**config.mk**
```make
export PLATFORM = sky130hd
export DESIGN_NAME = down_counter_flat
export DESIGN_NICKNAME = d
export VERILOG_FILES = /design/src/rtl/down_counter_if.sv /design/src/rtl/down_counter.sv /design/src/flat_wrapper.sv
export SDC_FILE = /design/constraint.sdc
export NUM_CORES = 1
export LEC_CHECK = 0
export ABC_AREA = 1
export CORE_UTILIZATION = 45
export DETAILED_ROUTE_END_ITERATION = 7
export GPL_ROUTABILITY_DRIVEN = 1
export PLACE_DENSITY = 0.75
export SKIP_LAST_GASP = 1
export SLEW_MARGIN = 10
export SYNTH_ARGS = -nofsm -noshare
export SYNTH_HDL_FRONTEND = slang
export SYNTH_SLANG_ARGS = --single-unit
```
**constraint.sdc**
```tcl
create_clock -name clk -period 1.4 [get_ports clk]
set_input_delay 0.28 -clock clk [delete_from_list [all_inputs] [get_ports clk]]
set_output_delay 0.28 -clock clk [all_outputs]
set_load 0.03 [all_outputs]
```
**src/rtl/down_counter_if.sv**
```systemverilog
// down_counter_if: control/status bundle between a down_counter and its user
//   master: drives clr, load_valid, load_value, en, auto_reload; observes load_ready, count, tc, busy
//   slave : the counter side of the same signals
interface down_counter_if #(parameter int WIDTH = 4);
  logic             clr;
  logic             load_valid;
  logic [WIDTH-1:0] load_value;
  logic             load_ready;
  logic             en;
  logic             auto_reload;
  logic [WIDTH-1:0] count;
  logic             tc;
  logic             busy;
  modport master (
    output clr, load_valid, load_value, en, auto_reload,
    input  load_ready, count, tc, busy
  );
  modport slave (
    input  clr, load_valid, load_value, en, auto_reload,
    output load_ready, count, tc, busy
  );
endinterface

```
**src/rtl/down_counter.sv**
```systemverilog
// down_counter: loadable down counter with terminal-count pulse and optional auto-reload
//   clk : rising-edge clock
//   rst : synchronous active-low reset
//   bus : down_counter_if.slave -- clr, load handshake (load_valid/load_value/load_ready),
//         en, auto_reload in; count, tc, busy out
module down_counter #(
  parameter int WIDTH = 4
) (
  input logic         clk,
  input logic         rst,
  down_counter_if.slave bus
);
  localparam logic [1:0] IDLE = 2'd0;
  localparam logic [1:0] RUN  = 2'd1;
  localparam logic [1:0] DONE = 2'd2;
  logic [1:0]       state;
  logic [WIDTH-1:0] count_q;
  logic [WIDTH-1:0] reload_q;
  logic             tc_q;
  logic             run;
  assign run            = state == RUN;
  assign bus.busy       = run;
  assign bus.load_ready = !run;
  assign bus.count      = count_q;
  assign bus.tc         = tc_q;
  always_ff @(posedge clk) begin
    if (!rst) begin
      state    <= IDLE;
      count_q  <= '0;
      reload_q <= '0;
      tc_q     <= 1'b0;
    end else begin
      tc_q <= 1'b0;
      if (bus.clr) begin
        state   <= IDLE;
        count_q <= '0;
      end else if (!run) begin
        if (bus.load_valid) begin
          count_q  <= bus.load_value;
          reload_q <= bus.load_value;
          state    <= RUN;
        end
      end else if (bus.en) begin
        // terminal edge replaces the decrement, so count never wraps below zero
        if (count_q == '0) begin
          tc_q <= 1'b1;
          if (bus.auto_reload) count_q <= reload_q;
          else state <= DONE;
        end else begin
          count_q <= count_q - 1'b1;
        end
      end
    end
  end
endmodule
```
**src/flat_wrapper.sv**
```systemverilog
// flat-port wrapper written by rule: the top's interface ports become plain ports
module down_counter_flat 
#(
  parameter int WIDTH = 4
)
  (clk, rst, bus_clr, bus_load_valid, bus_load_value, bus_en, bus_auto_reload, bus_load_ready, bus_count, bus_tc, bus_busy);
  down_counter_if #(.WIDTH(WIDTH)) bus_i ();
  input logic clk;
  input logic rst;
  input wire logic [$bits(bus_i.clr)-1:0] bus_clr;
  input wire logic [$bits(bus_i.load_valid)-1:0] bus_load_valid;
  input wire logic [$bits(bus_i.load_value)-1:0] bus_load_value;
  input wire logic [$bits(bus_i.en)-1:0] bus_en;
  input wire logic [$bits(bus_i.auto_reload)-1:0] bus_auto_reload;
  output wire logic [$bits(bus_i.load_ready)-1:0] bus_load_ready;
  output wire logic [$bits(bus_i.count)-1:0] bus_count;
  output wire logic [$bits(bus_i.tc)-1:0] bus_tc;
  output wire logic [$bits(bus_i.busy)-1:0] bus_busy;
  assign bus_i.clr = bus_clr;
  assign bus_i.load_valid = bus_load_valid;
  assign bus_i.load_value = bus_load_value;
  assign bus_i.en = bus_en;
  assign bus_i.auto_reload = bus_auto_reload;
  assign bus_load_ready = bus_i.load_ready;
  assign bus_count = bus_i.count;
  assign bus_tc = bus_i.tc;
  assign bus_busy = bus_i.busy;
  down_counter #(.WIDTH(WIDTH)) u_core (.clk(clk), .rst(rst), .bus(bus_i));
endmodule
```
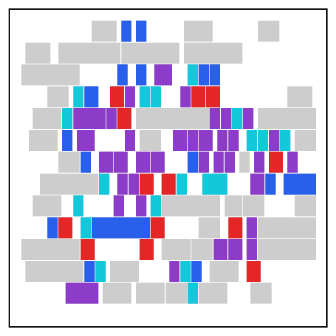
Figure 1: run 1, logic cells by family.
Key: inv cells = cyan [cells 18, most used inv_1]; aoi and oai cells = red [cells 13, most used o21ai_0]; nand cells = purple [cells 36, most used nand2_1]; nor cells = blue [cells 16, most used nor2_1]

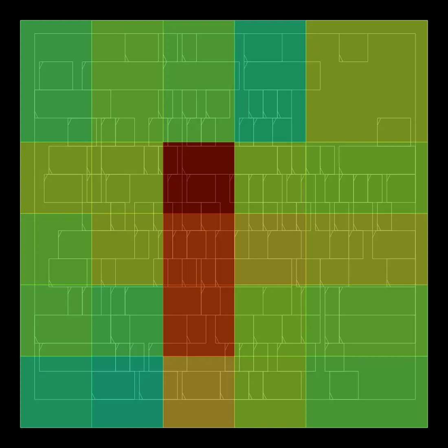
Figure 2: run 1, congestion heat map.
Wirelength per Cell: 10.1 µm
Global Route Usage Sum: 22.9%
GR peak layer: met2

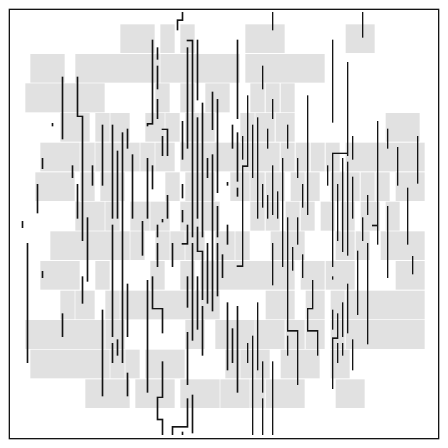
Figure 3: run 1, signal wires on met2.
The wires run mostly vertical. 105 nets have wire on it. The layer holds 47% of the routed length. The longest straight run is 21.1 µm.
drt total wl: 1.38 mm
DR vias: 651
met2 Usage GRT: 37.1%

==> run 1: how the worst max path moves through the flow <==
| stage | to | slack (ns) | depth (start not counted) | startpoint |
|---|---|---|---|---|
| after floorplan | u_core.bus.count[0] | 0.02 | 8 | u_core.bus.count[1] |
| after global placement | u_core.bus.count[0] | -0.06 | 8 | bus_load_valid |
| after detailed placement | u_core.reload_q[1] | -0.1 | 6 | bus_load_valid |
| after CTS | u_core.bus.count[1] | 0.03 | 7 | u_core.bus.count[0] |
| after global routing | bus_count[1] | 0.006 | 1 | u_core.bus.count[1] |
| final | bus_count[1] | 0.08 | 1 | u_core.bus.count[1] |
==> run 1: kinds of logic after synthesis <==
logic type                 count (synthesis)  share of synthesized area (%)
adders and majority gates                  1                           1.99
and+or+nand+nor                           53                           41.0
DFF                                       11                           35.1
AOI/OAI and AO/OA                         13                           10.4
buffers and inverters                     18                           11.6
==> run 1: through the flow <==
step | util (%) | worst slack (ns)
floorplan | - | 0.0187
global placement | 64.4 | -0.0577
detailed placement | 64.4 | -0.0961
CTS | 66.1 | 0.0303
global route | 67.1 | 0.00637
finish | 67.1 | 0.0827
==> run 1: power groups by stage <==
stage	registers [µW]	clock network, µW	logic (µW)
2_1_floorplan	357	0	110
3_3_place_gp	345	0	194
3_5_place_dp	345	0	196
4_1_cts	338	229	194
5_1_grt	340	246	223
6_report	338	221	200
==> run 1: state kept, by name, summed over array words and instances, names as in the netlist <==
register,count
u_core.bus.count,4
u_core.state,2
u_core.bus.tc,1
u_core.reload_q,4
==> run 1: cell type report <==
cell class                 instances  area share, %
clock buffer                       4           3.01
timing repair buffer              21           21.3
sequential                        11           25.4
tap                               15           2.15
multi-input combinational         67           39.8
inverter                          18           8.31
==> run_results.csv, run 1 <==
group,metric,value,unit
placed_design,placed_cell_area,838,µm²
critical_path,cp-end-kind,"output pin",
power,comb_power_share,26.3,%
final_timing,period_needed,1.32,ns
cts,hold_buffers,0,
placed_design,dpl.hpwl,1.08,mm
layout,logic_area,348,µm²
layout,final_cell_mix,"23 x nand2_1, 16 x inv_1, 13 x nor2_1",
detailed_routing,met3WireLength,72,µm
detailed_routing,highest_layer,"met4",
cts,numCtsBuffers,3,
critical_path,cp_top_family,"flip-flops",
synth,top_area_cell,"dfxtp_1",
layout,drive_gt1_share,18.2,%
critical_path,cp.arrival,1.04,ns
synth,common_cells,"23 x nand2_1, 16 x inv_1, 13 x nor2_1, 11 x dfxtp_1, 9 x nand3_1",
cts,root_buffer,"clkbuf_4",
status,status,"finished clean",
floorplan,io_pins,17,
power,power_switching,229,µW
power,finalPower,758,µW
cts,cts_tree,"done",
synth,edf_count,0,
final_timing,setup_viol,0,
layout,design_area,873,µm²
floorplan,num_rows,13,
final_timing,timing.hold.ws,0.459,ns
detailed_routing,drt-met1-wl,635,µm
layout,fin_nets,133,
placed_design,place.gp.congestion,0.866,
critical_path,rr_startpoint,"u_core.bus.count[0]",
final_timing,drv_slew,0,
global_routing,use_met3,10.2,%
final_timing,rsz0062_at_grt,"false",
synth,ff_type,"dfxtp_1",
critical_path,reg2reg_depth,7,
floorplan,core,1300,µm²
layout,final_common_cell,"nand2_1",
synth,syn_area,628,µm²
==> run 1 -> run 2 <==
CTS_CLUSTER_DIAMETER = 60   (was unset)
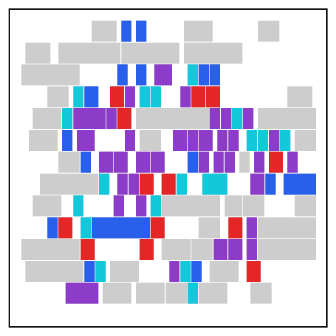
Figure 4: run 2, logic cells by family.
Key: nand cells = purple [cells 36, most used nand2_1]; aoi and oai cells = red [cells 13, most used o21ai_0]; nor cells = blue [cells 16, most used nor2_1]; inv cells = cyan [cells 18, most used inv_1]
Top cell excl fill/tap: nand2_1
fraction of area in multi-input gates: 39.8%
fin cells: 136

==> run 2 against run 1 <==
Synthesized cell count unchanged. Die size unchanged. Wire length unchanged. Highest routed layer unchanged. Core utilization unchanged. Clock skew unchanged. Largest power group unchanged.
==> run_results.csv, run 2 <==
group,metric,value,unit
synth,yosysWarnings,0,
synth,compound_area_share,10.4,%
cts,root_buffer,"clkbuf_4",
layout,final_util,67.1,%
synth,synth-xor-area-share,0,%
global_routing,grt_usage,22.9,%
synth,mux_area_share,0,%
detailed_routing,wl_per_cell,10.1,µm
critical_path,cp_top_family,"flip-flops",
synth,ff_type,"dfxtp_1",
placed_design,dpl.hpwl,1.08,mm
layout,design_area,873,µm²
layout,drive_gt1_share,18.2,%
detailed_routing,routed_wl,1.38,mm
cts,numCtsBuffers,3,
layout,area_growth,39.0,%
final_timing,setup_viol,0,
final_timing,setup_slack,0.0827,ns
floorplan,num_rows,13,
placed_design,pre_cts_ws,-0.0961,ns
final_timing,timing.hold.ws,0.459,ns
synth,simple_gate_share,41.0,%
final_timing,drv_slew,0,
layout,final_cell_mix,"23 x nand2_1, 16 x inv_1, 13 x nor2_1",
power,finalPower,758,µW
placed_design,placed_cell_area,838,µm²
floorplan,core,1300,µm²
synth,synthTopLogicFamily,"simple AND/OR/NAND/NOR gates",
synth,edf_count,0,
status,status,"finished clean",
cts,cts_tree,"done",
synth,top_area_cell,"dfxtp_1",
final_timing,period_needed,1.32,ns
critical_path,cp-end-kind,"output pin",
placed_design,place.gp.congestion,0.866,
synth,adder_share,1.99,%
synth,syn_area,628,µm²
detailed_routing,vias,651,
==> run 2: cell counts after synthesis <==
Identical to the previous run, type by type.
==> run 2: logic make-up (layout without fill, tap and decap cells) <==
kind of cell / Yosys count / in the layout
flip-flops: 11 / 11
AND/OR/NAND/NOR: 53 / 53
buffers and inverters: 18 / 43
adder cells (fa/ha/maj): 1 / 1
AND-OR/OR-AND: 13 / 13
==> run 2: layer usage <==
layer  vias up  GRT usage (%)  share of wire (%)
met3         5           10.2                5.2
met5         -              0                  0
met2        13           37.1                 47
met1       283           26.5                 46
met4         0           7.76                1.7
li1        350              -                  -
==> run 2: worst register-to-register path, cell delays in order (launching register included) <==
cell and delay, ns:
dfxtp_2 0.33, inv_1 0.13, ha_4 0.20, nand3b_2 0.10, nand2_2 0.09, nand2_2 0.08
o21ai_0 0.19, nor2_1 0.06
==> run 2: worst paths after layout <==
kind	depth (start not counted)	to	slack [ns]	from
worst max-delay path	1	bus_count[1]	0.08	u_core.bus.count[1]
worst min-delay path	2	u_core.reload_q[0]	0.46	u_core.reload_q[0]
worst max register to register	7	u_core.bus.count[1]	0.13	u_core.bus.count[0]
worst min register to register	2	u_core.reload_q[0]	0.46	u_core.reload_q[0]
==> run 2: power by group <==
| group | leakage [µW] | internal [µW] | switching, µW |
|---|---|---|---|
| Clock | 0.0000150 | 111 | 110 |
| Sequential | 0.0000903 | 328 | 10.2 |
| Combinational | 0.000328 | 90.6 | 109 |
| Total | 0.000433 | 529 | 229 |
==> run 2: layout make-up <==
| class | count | area, µm² |
|---|---|---|
| multi-input combinational | 67 | 348 |
| sequential | 11 | 221 |
| timing repair buffer | 21 | 186 |
| fill | 114 | 428 |
| tap | 15 | 18.8 |
| inverter | 18 | 72.6 |
| clock buffer | 4 | 26.3 |
==> run 2 -> run 3 <==
ABC_AREA = unset   (was 1)
PLACE_DENSITY = 0.76   (was 0.75)
SKIP_LAST_GASP = unset   (was 1)
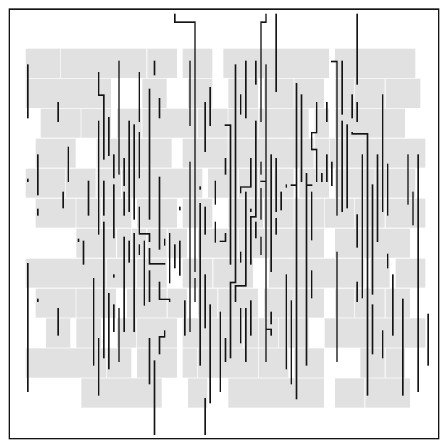
Figure 5: run 3, signal wires on met2.
The longest straight run is 28.6 µm. 95 nets have wire on it. The layer holds 47% of the routed length.

==> run 3 against run 2 <==
The run now ends with setup timing left. Synthesized cell count shrank 36%. Final cell count shrank 15%. Count of clock-buffer cells in the layout is the same. Hold slack lost 0.12 ns. Core utilization grew 19 points. Synthesized area shrank 2.8%. Clock power grew 5%.
==> run_results.csv, run 3 <==
group,metric,value,unit
final_timing,setup_slack,-0.0668,ns
final_timing,timing.hold.ws,0.338,ns
final_timing,drv_slew,0,
synth,ff_type,"dfxtp_1",
layout,seq_area,233,µm²
layout,final_cell_mix,"22 x buf_4, 8 x clkdlybuf4s50_1, 5 x mux2i_1, 5 x nor2b_1, 5 x dfxtp_1",
status,violations,"setup timing",
power,finalPower,820,µW
synth,edf_count,0,
floorplan,core,1190,µm²
synth,syn_area,611,µm²
layout,final_common_cell,"buf_4",
placed_design,pre_cts_ws,-0.333,ns
final_timing,setup_viol,4,
layout,design_area,1030,µm²
status,status,"finished with violations",
layout,logic_area,418,µm²
detailed_routing,vias,616,
layout,final_util,86.6,%
layout,nFillCells,67,
==> run 3: cell count changes after synthesis, sizes merged, moves of 3 or more <==
cell / previous run / this run
inv: 18 / 3
o21ai: 7 / 4
nand3: 9 / 3
nand2b: 0 / 3
mux2i: 0 / 5
nand2: 26 / 2
nor2: 15 / 4
nor2b: 0 / 5
==> run 3: final cells by class <==
cell class / instances / share of cell area, %
Tap cell: 14 / 1.71
Timing Repair Buffer: 38 / 30.6
Sequential cell: 11 / 22.7
Multi-Input combinational cell: 46 / 40.7
Inverter: 3 / 1.83
Clock buffer: 4 / 2.56
==> run 3: cell families (layout without fill, tap and decap cells) <==
kind of cell | after synthesis | after routing | share of synthesized area [%]
DFF | 11 | 11 | 36.1
adders and majority gates | 1 | 1 | 2.05
buffers and inverters | 4 | 45 | 3.07
muxes | 5 | 5 | 8.20
AOI/OAI and AO/OA | 16 | 16 | 23.2
and+or+nand+nor | 24 | 24 | 27.5
==> run 3: worst paths after layout <==
path                       startpoint                  end  slack (ns)  depth (start not counted)
hold reg to reg       u_core.state[1]      u_core.state[1]        0.50                          2
hold / removal                 bus_en        u_core.bus.tc        0.34                          3
setup reg to reg  u_core.bus.count[0]  u_core.bus.count[3]       -0.07                          7
setup / recovery  u_core.bus.count[0]  u_core.bus.count[3]       -0.07                          7
==> run 3: where the power goes <==
group          switching [µW]  total, µW  internal, µW
Clock                     122        233           111
Sequential               14.1        338           324
Combinational             108        249           141
Total                     244        820           575
==> run 3: metal layers <==
metal,track usage [%],vias to the layer above,wire length (µm)
li1,-,308,-
met1,32.6,279,741
met2,44.2,26,774
met3,5.20,3,106
met4,10.3,0,19
met5,0,-,0
==> run 3: worst min-delay path, stage by stage <==
cell and delay, ns:
dlymetal6s2s_1 0.17, nand3_1 0.08, nor2_1 0.04
No activity file was given, so power comes from the tool's default toggle rates.
